## config.mk

```make
export PLATFORM = sky130hd
export DESIGN_NAME = usr_shift_unit
export DESIGN_NICKNAME = d
export VERILOG_FILES = /design/src/rtl/usr_pkg.sv /design/src/rtl/usr_barrel_shifter.sv /design/src/rtl/usr_shift_unit.sv
export SDC_FILE = /design/constraint.sdc
export NUM_CORES = 1
export LEC_CHECK = 0
export ABC_AREA = 1
export ABC_CLOCK_PERIOD_IN_PS = 3150
export CAP_MARGIN = 10
export CORE_ASPECT_RATIO = 1.75
export CORE_MARGIN = 2
export CORE_UTILIZATION = 50
export CTS_BUF_LIST = sky130_fd_sc_hd__clkbuf_8 sky130_fd_sc_hd__clkbuf_16
export CTS_CLUSTER_DIAMETER = 40
export DETAILED_ROUTE_END_ITERATION = 8
export MAX_ROUTING_LAYER = met4
export PLACE_DENSITY = 0.84
export SLEW_MARGIN = 20
export SYNTH_ARGS = -nofsm -noshare
export SYNTH_HDL_FRONTEND = slang
export SYNTH_SLANG_ARGS = --single-unit
```

## constraint.sdc

```tcl
create_clock -name clk -period 3.15 [get_ports clk]
set_input_delay 0.4725 -clock clk [delete_from_list [all_inputs] [get_ports clk]]
set_output_delay 0.4725 -clock clk [all_outputs]
set_load 0.02 [all_outputs]
```

## src/rtl/usr_pkg.sv

```systemverilog
// Shared types for the universal shift unit: operation codes and FSM states.
// The rotate ops are only live when the design is built with USR_ROTATE_EN.
package usr_pkg;

    typedef enum logic [2:0] {
        OP_HOLD  = 3'd0,
        OP_SHL   = 3'd1,
        OP_SHR   = 3'd2,
        OP_LOAD  = 3'd3,
        OP_ROL   = 3'd4,
        OP_ROR   = 3'd5,
        OP_ASR   = 3'd6,
        OP_BURST = 3'd7
    } usr_op_e;

    typedef enum logic {
        ST_IDLE = 1'b0,
        ST_RUN  = 1'b1
    } usr_state_e;

endpackage

```

## src/rtl/usr_barrel_shifter.sv

```systemverilog
// Combinational N-bit shifter producing the next register value for SHL/SHR/ASR,
// plus ROL/ROR when USR_ROTATE_EN is defined (otherwise rotates return q unchanged).
module usr_barrel_shifter
    import usr_pkg::*;
#(
    parameter  int N  = 8,
    localparam int AW = $clog2(N)
) (
    input  logic [N-1:0]  q,
    input  logic [AW-1:0] amt,
    input  logic          sin,
    input  usr_op_e       op,
    output logic [N-1:0]  res
);

    logic [2*N-1:0] wide;
    int unsigned    amt_i;
`ifdef USR_ROTATE_EN
    int unsigned    rot;
`endif

    // Fill bits are concatenated above/below q so a single shift brings them in.
    always_comb begin
        res   = q;
        wide  = '0;
        amt_i = 32'(amt);
`ifdef USR_ROTATE_EN
        rot   = amt_i % N;
`endif
        case (op)
            OP_SHL: begin
                wide = {q, {N{sin}}} << amt_i;
                res  = (amt_i >= N) ? {N{sin}} : wide[2*N-1:N];
            end
            OP_SHR: begin
                wide = {{N{sin}}, q} >> amt_i;
                res  = (amt_i >= N) ? {N{sin}} : wide[N-1:0];
            end
            OP_ASR: begin
                wide = {{N{q[N-1]}}, q} >> amt_i;
                res  = (amt_i >= N) ? {N{q[N-1]}} : wide[N-1:0];
            end
`ifdef USR_ROTATE_EN
            OP_ROL: begin
                wide = {q, q} << rot;
                res  = wide[2*N-1:N];
            end
            OP_ROR: begin
                wide = {q, q} >> rot;
                res  = wide[N-1:0];
            end
`endif
            default: res = q;
        endcase
    end

endmodule

```

## src/rtl/usr_shift_unit.sv

```systemverilog
// Universal shift unit: single-cycle shift/rotate/load ops and a self-sequenced
// serial burst with busy/done. Rotates are built only with USR_ROTATE_EN defined.
module usr_shift_unit
    import usr_pkg::*;
#(
    parameter  int N  = 8,
    localparam int AW = $clog2(N)
) (
    input  logic          clk,
    input  logic          reset,
    input  logic          en,
    input  logic [2:0]    op,
    input  logic [AW-1:0] amt,
    input  logic          sin,
    input  logic [N-1:0]  d,
    output logic [N-1:0]  q,
    output logic          sout,
    output logic          busy,
    output logic          done
);

    usr_state_e    state, state_nxt;
    usr_op_e       op_e;
    logic [N-1:0]  q_nxt;
    logic [N-1:0]  shifted;
    logic [AW-1:0] cnt, cnt_nxt;
    logic          done_nxt;

    assign op_e = usr_op_e'(op);
    assign sout = q[N-1];
    assign busy = (state == ST_RUN);

    usr_barrel_shifter #(.N(N)) u_shifter (
        .q   (q),
        .amt (amt),
        .sin (sin),
        .op  (op_e),
        .res (shifted)
    );

    always_ff @(posedge clk or posedge reset) begin
        if (reset) begin
            state <= ST_IDLE;
            q     <= '0;
            cnt   <= '0;
            done  <= 1'b0;
        end else begin
            state <= state_nxt;
            q     <= q_nxt;
            cnt   <= cnt_nxt;
            done  <= done_nxt;
        end
    end

    always_comb begin
        state_nxt = state;
        q_nxt     = q;
        cnt_nxt   = cnt;
        done_nxt  = 1'b0;
        case (state)
            ST_IDLE: begin
                if (en) begin
                    case (op_e)
                        OP_HOLD: q_nxt = q;
                        OP_LOAD: q_nxt = d;
                        OP_BURST: begin
                            // A zero-length burst completes immediately without touching q.
                            if (amt != '0) begin
                                cnt_nxt   = amt;
                                state_nxt = ST_RUN;
                            end else begin
                                done_nxt = 1'b1;
                            end
                        end
                        default: q_nxt = shifted;
                    endcase
                end
            end
            ST_RUN: begin
                q_nxt   = {q[N-2:0], sin};
                cnt_nxt = cnt - AW'(1);
                if (cnt == AW'(1)) begin
                    state_nxt = ST_IDLE;
                    done_nxt  = 1'b1;
                end
            end
            default: state_nxt = ST_IDLE;
        endcase
    end

endmodule

```

port_trees.png
Drawn at 6 px/µm.
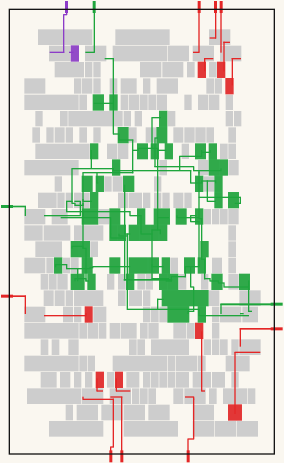
[`d`] red | bits: 8 | direction: input | edge: 3 south, 3 north, 1 west, 1 east | end cells: 8 | wire: 124 µm
[`reset`] purple | bits: 1 | direction: input | edge: north | end cells: 1 | wire: 10.2 µm
[`amt`] green | bits: 3 | direction: input | edge: 1 north, 1 west, 1 east | end cells: 55 | wire: 394 µm

clock_nets.png
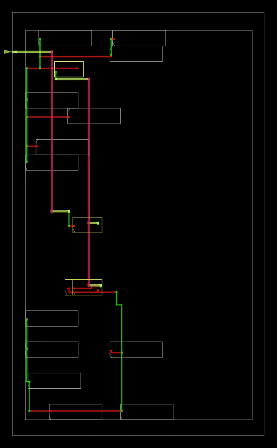
TritonCTS buffer count: 3
post-route clock skew: 0.003938 ns
number of clock buffers in the layout: 3
power dissipated in the clock network: 0.147 mW
Skew-Pair Late Insertion Delay: 0.25 ns

==> results.cfg <==
; yosys + openroad results
[worst_hold_path]
holdCritPathClass = in2async

[route]
total_wire_length_um = 4194
first_pass_iters = 4
routed.top_layer = met4
routed-wl-met2_um = 2292
wl_met3_um = 160
drc = 0

[layout]
layout.filler_cells = 282
sh_comb_area = 0.5292
sequential_fraction_of_total_cell_area = 0.1895
fin_util = 0.6381
final_layout_top_logic_cell = sky130_fd_sc_hd__nand2_1
post_route_cells_drive_above_1_share = 0.07576
largestClassByArea = logic gates
postLayoutCellArea_um2 = 1717
layout.clock.cell_area_share = 0.02624
inv_count = 27
n_multi_input_combinational_cell = 189
registers.top_by_ff_count = q
fin_nets = 285
area_growth_syn_to_layout_pct = 23.05
numSequentialCells = 13
buffers = 31
largest_reg_flops = 8

[yosys]
synthesis.yosys.warnings = 0
ys_seq_elements = 13
post_synth_num_cell_types = 29
postSynth.asyncResetShare = 1.000
mappedNetlistNets = 259
yosys-top-cells-count = sky130_fd_sc_hd__nand2_1, sky130_fd_sc_hd__inv_1, sky130_fd_sc_hd__nand3_1, sky130_fd_sc_hd__o21ai_0, sky130_fd_sc_hd__nor2_1
synth_area_um2 = 1395
area_leaders = sky130_fd_sc_hd__nand2_1, sky130_fd_sc_hd__dfrtp_1, sky130_fd_sc_hd__nand3_1
synth.avg_cell_area_um2 = 5.837
synth_adder_area_share = 0.01794
synth.yosys.num_cells = 239
synth.cellmix.compoundShare = 0.1937
post-synth-top-count-cell = sky130_fd_sc_hd__nand2_1
count_of_library_flops_with_an_enable_pin = 0
synth.yosys.seq_area_share = 0.2332

[timing]
setup_slack_ns = 0.9032
final_min_period_over_clock_period = 0.7133
timing_max_transition_violations_final = 0
fin_tns_setup_ns = 0
finalCriticalPeriod_ns = 2.247
grt_setup_unrepaired = no
timing_worst_slew_pin_value_ns = 0.6234
timing.fmax_mhz = 445.1

[critical_path]
crit_buf_inv = 3
endpoint = q[7]
crit_family = buffers and inverters
worstPathCellList = clkdlybuf4s50_1, inv_1, a21oi_1, nand2_1, nand2_1, nand3_1, nand2_1, inv_1, nand2_1, nand2_1, nand2_1, nand2_1
worst_path_largest_cell_delay_ns = 0.87
crit_path_top_delay_cell = sky130_fd_sc_hd__clkdlybuf4s50_1
r2r_slack_ns = 1.34
crit_fanout = 20
reg2reg_from = busy
endpoint_kind = register
launching_element_type_of_the_critical_path = input port
worst_setup_path_startpoint = amt[0]
timing.critical_path.depth = 12
critPathKind = in2reg

[pwr]
cellPowerDensity_nw_per_um2 = 724.3
power_top_consumer = combinational cells
leakage_nw = 0.8469
total_power_mw = 1.243
netSwitchingFraction = 0.4899
power_frac_seq = 0.282
power.switching_mw = 0.6092
irDropWorstVdd_uv = 451.3
p_int_mw = 0.6342

[floorplanning]
core.rowCount = 25
die.size.x_um = 43.93
core_region_area_um2 = 2690
dieHeight_um = 73.88
floorplan.io_pins = 29
initial_utilization = 0.5186
die-area_um2 = 3245

[global_routing]
met1_usage = 0.3425
grtUsageTotal = 0.2995
grtUsageMet3 = 0.01720
grt_first_pass_wirelength_um = 6920

[clock_tree]
worst_setup_hold_path_clk_slew_ns = 0.05
cts_repair_resize_count = 0
cts.sinks = 13
ctsLongestPathBuffers = 2
cts_root_buf = sky130_fd_sc_hd__clkbuf_8
cts_post_setup_buffers_inserted = 0

[outcome]
status = finished, final reports clean

[run]
tool_warnings = 27
max-cap-violations = 0

[placed_design]
routabilityCongestion = 0.9831
hpwl_um = 3329
placed_cells_incl_taps = 287
dp_worst_setup_slack_ns = 0.6770
m1.png
Drawn at 4 px/µm. Supply wires on this layer in grey.
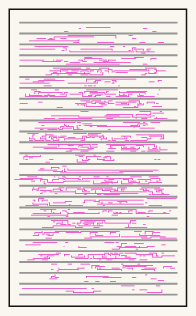
nets with wire on the layer: 260
wire length on this layer: 1570 µm
longest straight run: 22.5 µm
share of all routed wire: 38%

clock_wires.png
Drawn at 6 px/µm.
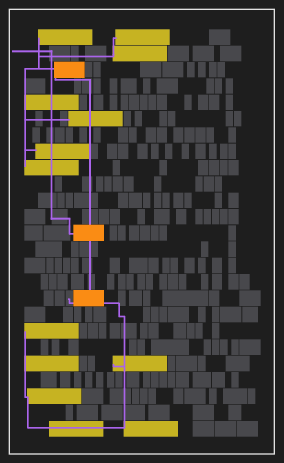
[clock wires] purple | length: 214 µm
[flip-flops] yellow | count: 13
[clock-net drivers] orange | count: 3
routed clock nets: 4
part of the power in the clock network: 0.118

Power and IR drop assume default switching activity.
